$ cat src/rtl/seven_seg_scan_controller.sv
// Time-multiplexed scan controller for a shared registered 7-segment decoder.
// Optional leading-zero suppression is enabled by defining SEVEN_SEG_LZ_BLANK_EN.
module seven_seg_scan_controller #(
  parameter int NUM_DIGITS       = 4,
  parameter int DWELL_CYCLES     = 25000,
  parameter int BLANK_CYCLES     = 4,
  parameter int DIGIT_ACTIVE_LOW = 1
) (
  input  logic                          i_CLK,
  input  logic                          i_RST_N,
  input  logic                          i_ENABLE,
  input  logic                          i_LOAD,
  input  logic [4*NUM_DIGITS-1:0]       i_VALUE,
  output logic [3:0]                    o_BINARY,
  output logic [NUM_DIGITS-1:0]         o_DIGIT_SEL,
  output logic [$clog2(NUM_DIGITS)-1:0] o_DIGIT_IDX,
  output logic                          o_FRAME_DONE
);

  localparam int IDX_W   = $clog2(NUM_DIGITS);
  localparam int CNT_MAX = (DWELL_CYCLES > BLANK_CYCLES) ? DWELL_CYCLES : BLANK_CYCLES;
  localparam int CNT_W   = $clog2(CNT_MAX);

  localparam logic [CNT_W-1:0] BLANK_LAST = CNT_W'(BLANK_CYCLES - 1);
  localparam logic [CNT_W-1:0] DWELL_LAST = CNT_W'(DWELL_CYCLES - 1);
  localparam logic [IDX_W-1:0] IDX_LAST   = IDX_W'(NUM_DIGITS - 1);

  typedef enum logic [1:0] {
    ST_OFF   = 2'd0,
    ST_BLANK = 2'd1,
    ST_SHOW  = 2'd2
  } state_t;

  state_t                  r_state,   w_stateNext;
  logic [4*NUM_DIGITS-1:0] r_pending, w_pendingNext;
  logic [4*NUM_DIGITS-1:0] r_shadow,  w_shadowNext;
  logic [IDX_W-1:0]        r_idx,     w_idxNext;
  logic [CNT_W-1:0]        r_cnt,     w_cntNext;
  logic [3:0]              r_binary,  w_binaryNext;
  logic [NUM_DIGITS-1:0]   r_selOn,   w_selOnNext;
  logic                    r_frameDone, w_frameDoneNext;

  logic [4*NUM_DIGITS-1:0] w_newValue;
  logic [IDX_W-1:0]        w_nextIdx;
  logic [3:0]              w_nextNibble;
  logic [NUM_DIGITS-1:0]   w_oneHot;
  logic [NUM_DIGITS-1:0]   w_lit;

  // A load on the same edge that refreshes the shadow bypasses pending.
  assign w_newValue   = i_LOAD ? i_VALUE : r_pending;
  assign w_nextIdx    = (r_idx == IDX_LAST) ? '0 : r_idx + 1'b1;
  assign w_nextNibble = r_shadow[{w_nextIdx, 2'b00} +: 4];
  assign w_oneHot     = {{(NUM_DIGITS-1){1'b0}}, 1'b1} << r_idx;

`ifdef SEVEN_SEG_LZ_BLANK_EN
  logic w_zeroAbove;

  // Scan from the top digit down; a digit stays dark while everything above it is zero.
  always_comb begin
    w_zeroAbove = 1'b1;
    w_lit       = '0;
    for (int k = NUM_DIGITS - 1; k >= 1; k--) begin
      w_zeroAbove = w_zeroAbove & (r_shadow[4*k +: 4] == 4'h0);
      w_lit[k]    = ~w_zeroAbove;
    end
    w_lit[0] = 1'b1;
  end
`else
  assign w_lit = '1;
`endif

  always_comb begin
    w_stateNext     = r_state;
    w_pendingNext   = w_newValue;
    w_shadowNext    = r_shadow;
    w_idxNext       = r_idx;
    w_cntNext       = r_cnt;
    w_binaryNext    = r_binary;
    w_selOnNext     = r_selOn;
    w_frameDoneNext = 1'b0;

    if (r_state == ST_OFF) begin
      w_shadowNext = w_newValue;
    end

    if (!i_ENABLE) begin
      w_stateNext = ST_OFF;
      w_idxNext   = '0;
      w_cntNext   = '0;
      w_selOnNext = '0;
    end else begin
      case (r_state)
        ST_OFF: begin
          w_stateNext  = ST_BLANK;
          w_idxNext    = '0;
          w_cntNext    = '0;
          w_selOnNext  = '0;
          w_binaryNext = w_newValue[3:0];
        end
        ST_BLANK: begin
          if (r_cnt == BLANK_LAST) begin
            w_stateNext = ST_SHOW;
            w_cntNext   = '0;
            w_selOnNext = w_lit[r_idx] ? w_oneHot : '0;
          end else begin
            w_cntNext = r_cnt + 1'b1;
          end
        end
        ST_SHOW: begin
          if (r_cnt == DWELL_LAST) begin
            w_stateNext = ST_BLANK;
            w_cntNext   = '0;
            w_selOnNext = '0;
            w_idxNext   = w_nextIdx;
            // Frame wrap: the only point where a new value may enter the display.
            if (r_idx == IDX_LAST) begin
              w_shadowNext    = w_newValue;
              w_binaryNext    = w_newValue[3:0];
              w_frameDoneNext = 1'b1;
            end else begin
              w_binaryNext = w_nextNibble;
            end
          end else begin
            w_cntNext = r_cnt + 1'b1;
          end
        end
        default: begin
          w_stateNext = ST_OFF;
          w_idxNext   = '0;
          w_cntNext   = '0;
          w_selOnNext = '0;
        end
      endcase
    end
  end

  always_ff @(posedge i_CLK or negedge i_RST_N) begin
    if (!i_RST_N) begin
      r_state     <= ST_OFF;
      r_pending   <= '0;
      r_shadow    <= '0;
      r_idx       <= '0;
      r_cnt       <= '0;
      r_binary    <= '0;
      r_selOn     <= '0;
      r_frameDone <= 1'b0;
    end else begin
      r_state     <= w_stateNext;
      r_pending   <= w_pendingNext;
      r_shadow    <= w_shadowNext;
      r_idx       <= w_idxNext;
      r_cnt       <= w_cntNext;
      r_binary    <= w_binaryNext;
      r_selOn     <= w_selOnNext;
      r_frameDone <= w_frameDoneNext;
    end
  end

  generate
    if (DIGIT_ACTIVE_LOW != 0) begin : g_selLow
      assign o_DIGIT_SEL = ~r_selOn;
    end else begin : g_selHigh
      assign o_DIGIT_SEL = r_selOn;
    end
  endgenerate

  assign o_BINARY     = r_binary;
  assign o_DIGIT_IDX  = r_idx;
  assign o_FRAME_DONE = r_frameDone;

endmodule

$ cat config.mk
export PLATFORM = sky130hd
export DESIGN_NAME = seven_seg_scan_controller
export DESIGN_NICKNAME = d
export VERILOG_FILES = /design/src/rtl/seven_seg_scan_controller.sv
export SDC_FILE = /design/constraint.sdc
export NUM_CORES = 1
export LEC_CHECK = 0
export ABC_AREA = 1
export CAP_MARGIN = 20
export CORE_ASPECT_RATIO = 1.2
export CORE_UTILIZATION = 59
export CTS_BUF_LIST = sky130_fd_sc_hd__clkbuf_4 sky130_fd_sc_hd__clkbuf_8
export CTS_CLUSTER_DIAMETER = 50
export DETAILED_ROUTE_END_ITERATION = 8
export GPL_ROUTABILITY_DRIVEN = 1
export PLACE_DENSITY = 0.84
export SETUP_SLACK_MARGIN = 0.3
export SKIP_LAST_GASP = 1
export SLEW_MARGIN = 20
export SYNTH_ARGS = -nofsm -noshare
export SYNTH_HDL_FRONTEND = slang
export SYNTH_SLANG_ARGS = --single-unit
$ cat constraint.sdc
create_clock -name i_CLK -period 1.8 [get_ports i_CLK]
set_input_delay 0.27 -clock i_CLK [delete_from_list [all_inputs] [get_ports i_CLK]]
set_output_delay 0.27 -clock i_CLK [all_outputs]
set_load 0.02 [all_outputs]
**Run 1: where the registers sit**

Scale bar: 20 um.
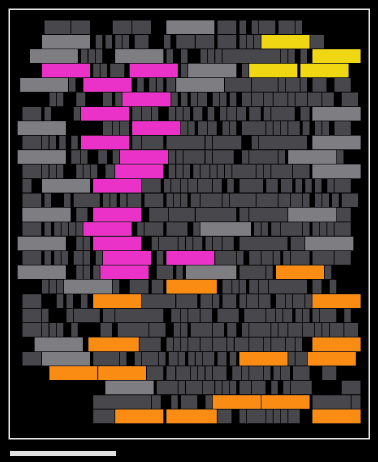
Key: r_cnt = orange [flops 15]; r_shadow = magenta [flops 16]; o_BINARY = yellow [flops 4, where upper right]
Another 25 sequential cells are not coloured.
Util after Layout: 0.830
register area: 0.00151 sq mm
flop share of the area: 0.368
seq pwr: 1.83 mW

**Run 1: selected gate families**

Scale bar: 20 um.
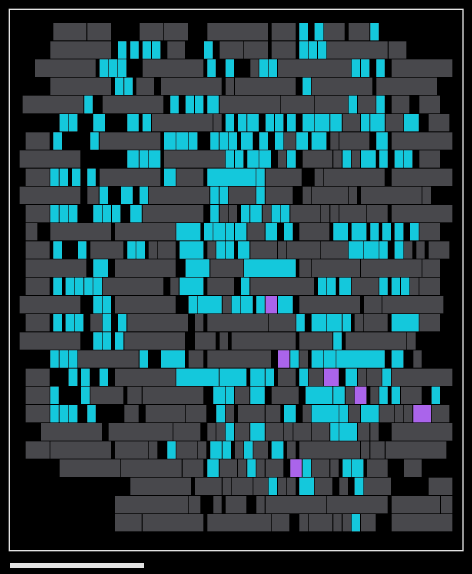
Key: inverting AOI/OAI gates = purple [cells 6]; NAND gates = cyan [cells 220, where all over the die]
Post-Layout Cell Count: 524
Commonest Layout Cell: nand2_1

**Run 1: clock wiring as the flow saved it**

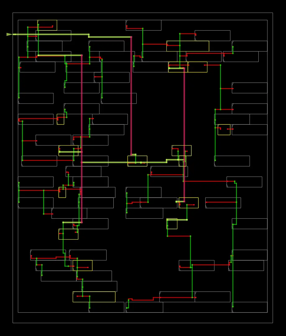
CTS Sinks: 60
clk ins delay skew pair: 0.35 ns

**Run 1: routed metal, one colour a layer**

Two of the layers only.
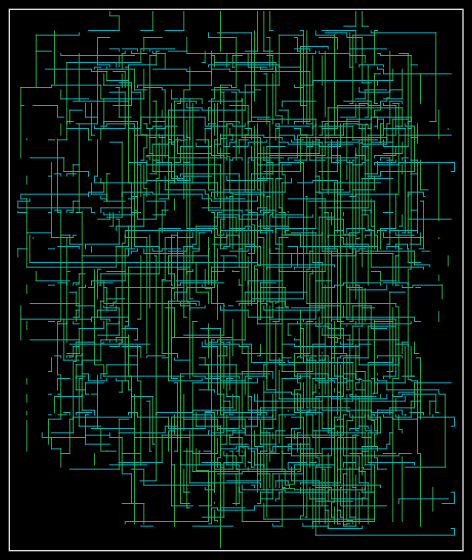
Key: met2 = green [wire length 3850 um]; met1 = cyan [wire length 3160 um]
per-cell routed wire length: 14.8 um
total track usage: 0.265
drt total wl: 7.77 mm

## run 1: cell usage after synthesis, drive strengths merged
cell type	instances
nand2	164
dfrtp	60
nand3	43
inv	40
nor2	37
nand4	10
ha	9
xor2	7
buf	5
nor3	5
clkbuf	4
o21ai	4
nand3b	2
a31oi	1
clkinv	1
o21bai	1
or2	1
## run 1: kinds of logic after synthesis
kind of cell | synth area share
xor gates and xnor gates | 0.0201
DFF | 0.492
adders and majority gates | 0.0369
AOI/OAI and AO/OA | 0.0111
buffers and inverters | 0.0676
and+or+nand+nor | 0.372
## run 1: worst register-to-register path, delay by kind of cell (launching register included)
kind	cells	cell delay, ns
and+or+nand+nor	6	0.63
DFF	1	0.43
buffers and inverters	3	0.38
## run 1: state kept, by name, summed over array words and instances, names as in the netlist
name,count
r_shadow,16
o_BINARY,4
r_cnt,15
r_pending,16
r_selOn,4
o_FRAME_DONE,1
r_state,2
o_DIGIT_IDX,2
## run 1: repair_timing
item                                   CTS  global route
buffers inserted                         6            16
endpoints found under the hold margin   60             0
hold buffers                             1             0
setup endpoints to repair               43            45
pin swaps                                4            30
resized                                 19            68
cloned                                   1             0
## run 1: worst paths after layout
path                                         startpoint                       to  slack, ns  cells after the start
worst max-delay path                 r_cnt[7]$_DFF_PN0_    r_shadow[3]$_DFF_PN0_       0.24                      9
worst min-delay path                            i_RST_N      r_cnt[14]$_DFF_PN0_       0.45                      3
worst max register to register       r_cnt[7]$_DFF_PN0_    r_shadow[3]$_DFF_PN0_       0.24                      9
worst min register to register  r_pending[11]$_DFF_PN0_  r_pending[11]$_DFF_PN0_       0.47                      2
max in group asynchronous                       i_RST_N       r_cnt[0]$_DFF_PN0_       1.07                      3
min in group i_CLK              r_pending[11]$_DFF_PN0_  r_pending[11]$_DFF_PN0_       0.47                      2
## run 1: cell type report
| cell class | count | area (sq um) |
|---|---|---|
| Multi-Input combinational cell | 285 | 1570 |
| Sequential cell | 60 | 1510 |
| Fill cell | 285 | 840 |
| Timing Repair Buffer | 62 | 576 |
| Inverter | 41 | 160 |
| Clock buffer | 9 | 124 |
| Clock inverter | 7 | 91.3 |
| Tap cell | 60 | 75.1 |
## run 1: power by group
group          internal [mW]  total (mW)  switching, mW
registers               1.63        1.83          0.205
logic                  0.637        1.66           1.02
clock network          0.773        1.32          0.542
## run 1: routing by layer
metal / up-vias / track usage
met3: 38 / 0.0590
met1: 1345 / 0.340
met4: 0 / 0.140
li1: 1357 / -
met2: 128 / 0.412
met5: - / 0
## run 1: through the flow
step / total power, mW / instances / instance area [sq um] / setup WS, ns
after floorplan: 2.69 / 394 / 3060 / 0.308
after global placement: 3.06 / 484 / 3460 / 0.172
after detailed placement: 3.11 / 484 / 3460 / 0.155
after CTS: 4.47 / 508 / 3760 / 0.294
after global routing: 5.07 / 524 / 4100 / 0.194
final: 4.81 / 524 / 4100 / 0.243
==> flow_metrics.py, run 1 <==
# Physical implementation metrics
metrics = {
    "power_and_ir_drop": {
        "peakVddDrop_v": 0.000912,
        "p_leak_nw": 2.05,
        "p_per_area_mw_per_mm2": 1170,
    },
    "cts": {
        "numCtsBuffers": 9,
        "htreeDepth": 3,
        "clk_pin_slew_ns": 0.07,
        "clockRootBuffer": "clkbuf_8",
        "cts_buffer_depth": 2,
        "cts_tree": "yes",
    },
    "synthesis": {
        "synth_area_sq_mm": 0.00305,
        "yosysSeqAreaShare": 0.492,
        "top_area_cell": "dfrtp_1",
        "syn_inst": 394,
        "synth.top_cell.area_share": 0.492,
        "ys_cells": 394,
        "ys_area_sq_mm": 0.00305,
        "post_synth_num_cell_types": 26,
        "synth_warnings": 0,
        "avgSynthCellArea_sq_um": 7.75,
        "syn-num-nets": 423,
        "yosys-top-cells-area": "dfrtp_1 49%, nand2_1 19%, nand3_1 7.1%",
        "synth-seq-cells": 60,
    },
    "placement": {
        "port_buffers": 30,
        "place_congestion": 0.836,
        "dp_hpwl_mm": 4.37,
    },
    "final_timing": {
        "hold_violations": 0,
        "fin_crit_ns": 1.56,
        "finalSetupViolations": 0,
        "fin_crit_sh": 0.865,
        "slew_headroom": 0.763,
        "worstMarginPinSlew_ns": 0.354,
        "tns_ns": 0,
        "fmax_mhz": 642,
        "rsz0062_at_grt": "true",
        "maxSlewViolCount": 0,
        "skew_ns": 0.0111,
        "hold_slack_ns": 0.446,
    },
    "route": {
        "drc": 0,
        "detail-route-antenna-nets": 0,
        "wl_met2_mm": 3.85,
        "wl_met1_mm": 3.16,
        "route.met3.wl_um": 440,
        "firstDrtPassIters": 5,
        "vias": 2868,
        "drt_iter0_markers": 328,
        "avgViaCountPerCell": 5.47,
        "dr.max_layer_used": "met4",
    },
    "setup_path": {
        "crit_chain": "nand2_2 -> inv_2 -> nand2_2 -> nor2_4 -> buf_6 -> nand4_4 -> buf_6 -> nand3_1 -> nand2_1",
        "slowest_delay_ns": 0.43,
        "startpoint_type": "flip-flop",
        "path_buffers": 3,
        "critical_path_required_ns": 2.03,
        "crit_family": "simple AND/OR/NAND/NOR gates",
        "cp_slowest_cell": "dfrtp_1",
        "cp.arrival_ns": 1.78,
        "path_max_fanout": 9,
        "setup.worst_path.class": "reg2reg",
        "critPathCaptureType": "flip-flop",
    },
    "run_status": {
        "outcome": "completed",
    },
    "finish": {
        "nets": 488,
        "layout-drive-gt1-share": 0.241,
        "antenna_cells": 0,
        "layout_top_cells": "151 x nand2_1, 55 x dfrtp_1, 36 x nand3_1, 29 x inv_1, 21 x buf_4",
        "area_growth_pct": 34.4,
    },
    "die": {
        "rows": 28,
        "die_h_um": 80.8,
        "die_area_sq_mm": 0.00546,
        "ios": 31,
        "die_w_um": 67.7,
        "core-area_sq_mm": 0.00494,
        "fp_util": 0.618,
    },
    "global_routing": {
        "grt_max_degree": 61,
        "antenna_found_initial": 0,
        "grt_overflow": 0,
        "grt_pass1_wl_mm": 10.7,
        "grt_pass1_vias": 2406,
    },
    "run": {
        "drv_cap": 0,
        "tool_warnings": 34,
    },
    "hold_path": {
        "hold_path.class": "in2async",
    },
}
**Run 1: pin map**

Pins as bars across the die edge, other pins in grey.
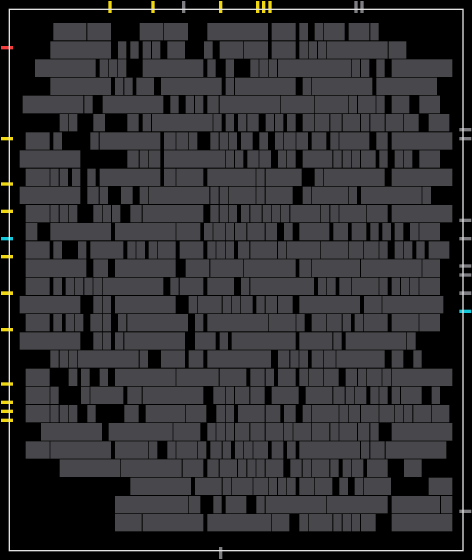

--- run 2 (diff from run 1) ---
--- a/config.mk
+++ b/config.mk
@@ -6,6 +6,7 @@
 export NUM_CORES = 1
 export LEC_CHECK = 0
 export ABC_AREA = 1
+export ABC_CLOCK_PERIOD_IN_PS = 1700
 export CAP_MARGIN = 20
 export CORE_ASPECT_RATIO = 1.2
 export CORE_UTILIZATION = 59
@@ -13,6 +14,7 @@
 export CTS_CLUSTER_DIAMETER = 50
 export DETAILED_ROUTE_END_ITERATION = 8
 export GPL_ROUTABILITY_DRIVEN = 1
+export HOLD_SLACK_MARGIN = 0.05
 export PLACE_DENSITY = 0.84
 export SETUP_SLACK_MARGIN = 0.3
 export SKIP_LAST_GASP = 1
==> constraint.sdc (replaced) <==
create_clock -name i_CLK -period 1.7 [get_ports i_CLK]
set_input_delay 0.255 -clock i_CLK [delete_from_list [all_inputs] [get_ports i_CLK]]
set_output_delay 0.255 -clock i_CLK [all_outputs]
set_load 0.02 [all_outputs]
**Run 2: pin map**

Pins as bars across the die edge, other pins in grey.
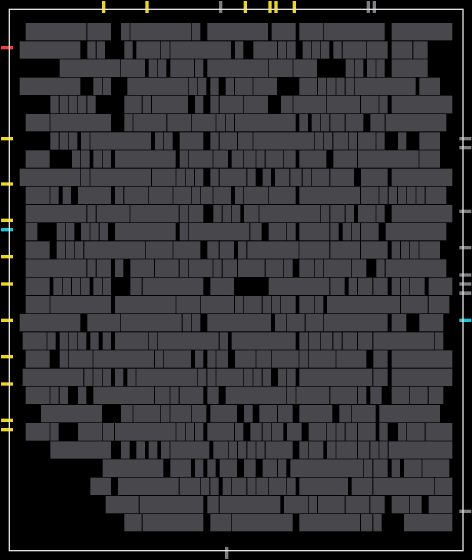
Key: o_DIGIT_IDX = cyan [pins 2, direction output, edge 1 left, 1 right]; i_CLK = red [pins 1, direction input, edge left]; i_VALUE = yellow [pins 16, direction input, edge 10 left, 6 top]

==> run 2 against run 1 <==
Against the previous run: clock-buffer cell count up 3; area after synthesis unchanged; design area up 5.2%; largest cell class unchanged; die area did not move; sequential cell count unchanged.
==> flow_metrics.py, run 2 <==
# Physical implementation metrics
metrics = {
    "synthesis": {
        "fa_ha_area_frac": 0.0369,
        "synth_area_sq_mm": 0.00305,
        "yosysMostFrequentCell": "nand2_1",
        "ys_sh_mux": 0,
        "ys_sh_simple": 0.372,
        "flop_cell": "dfrtp_1",
        "avgSynthCellArea_sq_um": 7.75,
        "synth.logic.top_family": "simple AND/OR/NAND/NOR gates",
        "yosys-top-cells-area": "dfrtp_1 49%, nand2_1 19%, nand3_1 7.1%",
        "ys_sh_aoi": 0.0111,
        "synth-async-reset-ratio": 1.00,
        "ys_area_sq_mm": 0.00305,
        "edf_count": 0,
        "ys_top_cells_by_count": "158 x nand2_1, 60 x dfrtp_1, 43 x nand3_1",
        "top_area_cell": "dfrtp_1",
        "synth-seq-cells": 60,
        "syn-num-nets": 423,
    },
    "route": {
        "drt_iter0_markers": 367,
        "wire_per_inst_um": 18.4,
        "vias": 3138,
        "detail-route-antenna-nets": 0,
    },
    "placement": {
        "port_buffers": 30,
        "place_congestion": 0.866,
    },
    "run_status": {
        "outcome": "completed",
    },
    "final_timing": {
        "tns_ns": 0,
        "finalSetupViolations": 0,
        "skew_ns": 0.0155,
        "fmax_mhz": 631,
        "slew_headroom": 0.658,
        "fin_crit_ns": 1.58,
        "fin_crit_sh": 0.932,
        "rsz0062_at_grt": "true",
        "worstMarginPinSlew_ns": 0.513,
    },
    "setup_path": {
        "startpoint_type": "flip-flop",
        "rr_worst_depth": 9,
        "slowest_delay_ns": 0.43,
        "cp.arrival_ns": 1.85,
        "setup.worst_path.class": "reg2reg",
        "r2r-end": "r_cnt[12]$_DFF_PN0_",
        "r2r_slack_ns": 0.12,
        "critPathCaptureType": "flip-flop",
        "r2r-start": "r_cnt[8]$_DFF_PN0_",
        "critical_path_required_ns": 1.97,
    },
    "power_and_ir_drop": {
        "p_seq_frac": 0.349,
        "netSwitchingFraction": 0.371,
        "p_total_mw": 5.63,
        "p_per_area_mw_per_mm2": 1310,
        "p_leak_nw": 2.13,
        "peakVddDrop_v": 0.000912,
        "power_switching_mw": 2.09,
    },
    "finish": {
        "layout_top_cells": "137 x nand2_1, 55 x dfrtp_1, 27 x inv_1, 27 x buf_4, 26 x nand3_2",
        "n_fill_cell": 217,
        "area_growth_pct": 41.4,
        "antenna_cells": 0,
        "layout-drive-gt1-share": 0.316,
        "nets": 493,
    },
    "die": {
        "core-area_sq_mm": 0.00494,
        "ios": 31,
        "fp_util": 0.618,
        "die_h_um": 80.8,
    },
    "global_routing": {
        "grt_pass1_wl_mm": 11.9,
        "grt_max_degree": 61,
        "grt_pass1_vias": 2656,
        "grt_overflow": 0,
    },
    "hold_path": {
        "hold_path.class": "in2async",
    },
    "cts": {
        "cts_tree": "yes",
        "clockRootBuffer": "clkbuf_8",
        "cts_buffer_depth": 2,
        "clk_latency_ns": 0.34,
    },
}
**Run 2: where the registers sit**

Scale bar: 20 um.
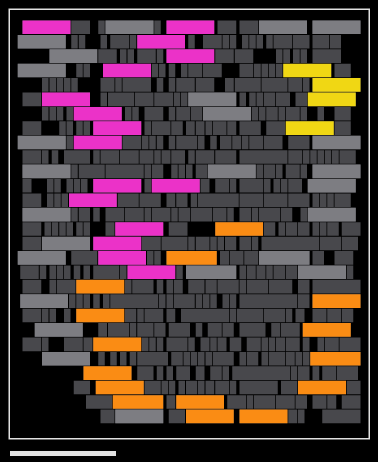
Key: r_cnt = orange [flops 15]; r_shadow = magenta [flops 16]; o_BINARY = yellow [flops 4, where upper right]
Util after Layout: 0.873
flop share of the area: 0.349
seq pwr: 1.97 mW

==> run 2: cell counts after synthesis <==
Identical to the previous run, type by type.
==> run 2: metrics by stage <==
stage / setup slack (ns) / hold slack [ns] / util / instance area (sq um) / cells
finish: 0.115 / 0.444 / 0.873 / 4310 / 529
global route: 0.0763 / 0.489 / 0.873 / 4310 / 529
CTS: 0.246 / 0.466 / 0.809 / 4000 / 515
detailed placement: 0.0540 / 0.285 / 0.705 / 3480 / 483
global placement: 0.103 / 0.283 / 0.705 / 3480 / 483
floorplan: 0.307 / -0.0406 / - / 3100 / 394
==> run 2: cell families after synthesis <==
kind of cell	after synthesis
adder cells (fa/ha/maj)	9
buffers and inverters	50
AND-OR/OR-AND	6
XOR/XNOR	7
AND/OR/NAND/NOR	262
flip-flops	60
==> run 2: what timing repair did <==
action	CTS	global route
hold buffers	1	0
hold endpoints to repair	60	0
gates resized	50	67
endpoints found under the setup margin	55	46
gates cloned	1	0
pin swaps	22	35
buffers inserted	14	14
==> run 2: final cells by class <==
type,count,area [sq um],share of cell area
multi-input combinational,285,1710,0.396
tap,60,75.1,0.0174
timing repair buffer,67,606,0.140
clock buffer,12,159,0.0368
inverter,41,163,0.0377
clock inverter,4,95.1,0.0220
sequential,60,1510,0.349
==> run 2: per-layer routing <==
| metal | part of all wire | vias to the layer above | GRT usage | wire length, um |
|---|---|---|---|---|
| li1 | - | 1375 | - | - |
| met1 | 0.37 | 1475 | 0.367 | 3570 |
| met2 | 0.50 | 229 | 0.477 | 4840 |
| met3 | 0.090 | 59 | 0.0492 | 876 |
| met4 | 0.045 | 0 | 0.174 | 438 |
| met5 | 0 | - | 0 | 0 |
==> run 2: worst max-delay path by stage <==
stage | start | endpoint | slack [ns] | depth (start not counted)
6_report | r_cnt[8]$_DFF_PN0_ | r_cnt[12]$_DFF_PN0_ | 0.12 | 9
3_3_place_gp | r_cnt[0]$_DFF_PN0_ | r_cnt[0]$_DFF_PN0_ | 0.10 | 8
5_1_grt | r_cnt[8]$_DFF_PN0_ | r_cnt[6]$_DFF_PN0_ | 0.08 | 9
3_5_place_dp | r_cnt[0]$_DFF_PN0_ | r_cnt[3]$_DFF_PN0_ | 0.05 | 8
2_1_floorplan | r_cnt[0]$_DFF_PN0_ | r_cnt[7]$_DFF_PN0_ | 0.31 | 11
4_1_cts | o_DIGIT_IDX[0]$_DFFE_PN0P_ | o_BINARY[2]$_DFFE_PN0P_ | 0.25 | 9
==> run 2: worst reg2reg max path: stages (launching register included) <==
cell	delay (ns)
dfrtp_1	0.43
nand2_2	0.17
inv_2	0.06
nand2_1	0.13
nor2_4	0.06
nand2_2	0.13
nand2_4	0.11
nand2_4	0.16
nand3_1	0.13
nor2_1	0.15
==> run 2: power by group through the flow <==
| stage | Sequential, mW | Combinational, mW | Clock, mW |
|---|---|---|---|
| global placement | 1.92 | 1.36 | 0 |
| detailed placement | 1.93 | 1.40 | 0 |
| global route | 1.98 | 2.17 | 1.70 |
| CTS | 1.92 | 1.64 | 1.63 |
| finish | 1.97 | 2.02 | 1.64 |
| floorplan | 1.94 | 0.927 | 0 |
**Run 2: selected gate families**

Scale bar: 20 um.
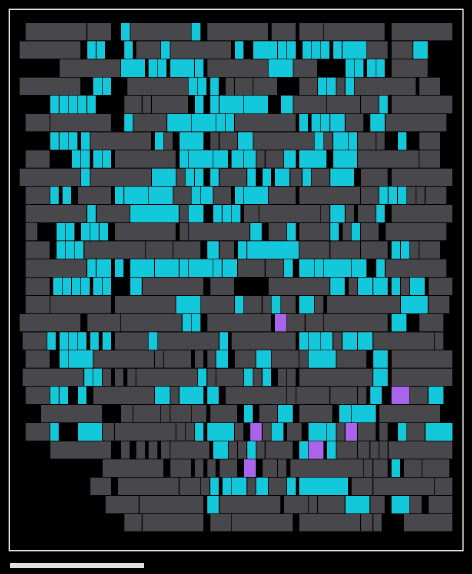

--- run 3 (diff from run 2) ---
==> constraint.sdc (replaced) <==
create_clock -name i_CLK -period 1.7 [get_ports i_CLK]
set_input_delay 0.425 -clock i_CLK [delete_from_list [all_inputs] [get_ports i_CLK]]
set_output_delay 0.425 -clock i_CLK [all_outputs]
set_load 0.02 [all_outputs]
**Run 3: selected gate families**

Scale bar: 20 um.
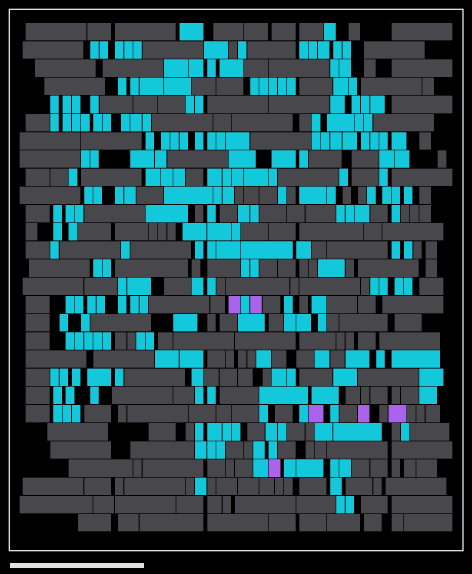
Key: inverting AOI/OAI gates = purple [cells 6]; NAND gates = cyan [cells 220, where all over the die]
Post-Layout Cell Count: 527
Comb area share: 0.410

==> run 3 against run 2 <==
Against the previous run: clock skew hardly changed; global-route usage is 0.99 points higher; critical endpoint is now r_shadow[1]$_DFF_PN0_; area after synthesis stayed put; critical path type unchanged; combinational power is 3% higher; sequential power hardly changed; sequential cell count stayed put; register-to-register slack worse by 0.05 ns; die area stayed put.
==> flow_metrics.py, run 3 <==
# Physical implementation metrics
metrics = {
    "final_timing": {
        "fmax_mhz": 612,
        "finalSetupViolations": 0,
        "worstMarginPinSlew_ns": 0.314,
        "fin_crit_ns": 1.63,
    },
    "power_and_ir_drop": {
        "p_per_area_mw_per_mm2": 1280,
        "p_leak_nw": 2.12,
    },
    "synthesis": {
        "ys_top_cells_by_count": "158 x nand2_1, 60 x dfrtp_1, 43 x nand3_1",
        "ys_cells": 394,
        "syn_inst": 394,
        "edf_count": 0,
        "synth-async-reset-ratio": 1.00,
        "post_synth_num_cell_types": 26,
        "avgSynthCellArea_sq_um": 7.75,
        "top_area_cell": "dfrtp_1",
    },
    "global_routing": {
        "grt_max_degree": 61,
        "grt_overflow": 0,
    },
    "cts": {
        "cts_tree": "yes",
        "htreeDepth": 3,
        "postCtsHoldBufs": 0,
        "cts.sinks": 60,
    },
    "die": {
        "fp_util": 0.618,
        "die_area_sq_mm": 0.00546,
    },
    "setup_path": {
        "path_max_fanout": 7,
        "r2r-end": "r_shadow[1]$_DFF_PN0_",
        "startpoint_type": "flip-flop",
        "r2r-start": "r_cnt[7]$_DFF_PN0_",
        "slowest_delay_ns": 0.44,
        "cp_num_cells": 8,
    },
    "route": {
        "firstDrtPassIters": 5,
        "vias": 3104,
    },
    "finish": {
        "n_fill_cell": 224,
        "antenna_cells": 0,
    },
    "run_status": {
        "outcome": "completed",
    },
    "placement": {
        "port_buffers": 30,
    },
    "hold_path": {
        "hold_path.class": "in2async",
    },
}
**Run 3: where the registers sit**

Scale bar: 20 um.
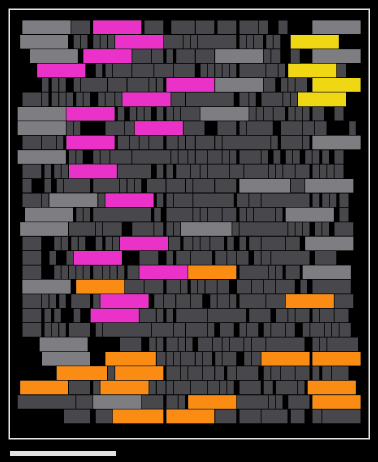
flop share of the area: 0.348
Util after Layout: 0.878

[run 3: cell counts after synthesis]
No cell type changed its count.
[run 3: cells by family (layout without fill, tap and decap cells)]
logic type / after synthesis / after routing / synth area share
AOI/OAI and AO/OA: 6 / 6 / 0.0111
buffers and inverters: 50 / 122 / 0.0676
adders and majority gates: 9 / 9 / 0.0369
and+or+nand+nor: 262 / 263 / 0.372
xor gates and xnor gates: 7 / 7 / 0.0201
DFF: 60 / 60 / 0.492
[run 3: power breakdown]
group | switching (mW) | total (mW) | internal, mW | leakage (nW)
clock network | 0.625 | 1.49 | 0.862 | 0.105
registers | 0.240 | 1.97 | 1.73 | 0.769
logic | 1.31 | 2.09 | 0.786 | 1.24
total | 2.17 | 5.54 | 3.37 | 2.12
[run 3: per-stage QoR]
stage / setup TNS (ns) / area [sq um] / power (mW) / worst slack, ns / hold slack [ns]
6_report: 0 / 4340 / 5.54 / 0.0653 / 0.0577
5_1_grt: -0.0678 / 4340 / 5.80 / -0.0678 / 0.0840
4_1_cts: 0 / 4000 / 5.02 / 0.248 / 0.0868
3_5_place_dp: 0 / 3510 / 3.31 / 0.0342 / 0.455
3_3_place_gp: 0 / 3510 / 3.26 / 0.0566 / 0.446
2_1_floorplan: 0 / 3100 / 2.86 / 0.307 / 0.129
[run 3: layout make-up]
class	count	area [sq um]	area share
Clock inverter	6	87.6	0.0202
Tap cell	60	75.1	0.0173
Clock buffer	10	138	0.0317
Inverter	41	173	0.0398
Multi-Input combinational cell	285	1780	0.410
Sequential cell	60	1510	0.348
Timing Repair Buffer	65	579	0.134
[run 3: per-layer routing]
metal | track usage | part of all wire
met5 | 0 | 0
met4 | 0.183 | 0.053
met3 | 0.0548 | 0.067
met2 | 0.498 | 0.51
met1 | 0.371 | 0.37
[run 3: timing repair]
item / 4_1_cts / 5_1_grt
buffers inserted: 16 / 8
gates resized: 88 / 70
cloned: 1 / 1
pin swaps: 11 / 41
setup endpoints to repair: 55 / 46
[run 3: worst max path at each step]
stage | endpoint | from | slack (ns)
after floorplan | r_cnt[7]$_DFF_PN0_ | r_cnt[0]$_DFF_PN0_ | 0.31
after global placement | r_shadow[14]$_DFF_PN0_ | i_LOAD | 0.06
after detailed placement | r_shadow[10]$_DFF_PN0_ | i_ENABLE | 0.03
after CTS | o_DIGIT_IDX[0] | o_DIGIT_IDX[0]$_DFFE_PN0P_ | 0.25
after global routing | r_state[1]$_DFFE_PN0P_ | r_cnt[7]$_DFF_PN0_ | -0.07
final | r_shadow[1]$_DFF_PN0_ | r_cnt[7]$_DFF_PN0_ | 0.07
[run 3: worst register-to-register path, cell delays in order, from the launching register on]
cell and delay (ns):
dfrtp_1 0.44, nand2_4 0.11, inv_2 0.09, nand2_1 0.10, nor2_4 0.21, nand4_4 0.22, buf_6 0.21, nand3_1 0.08
nand2_1 0.06
No activity file was given, so power comes from the tool's default toggle rates.
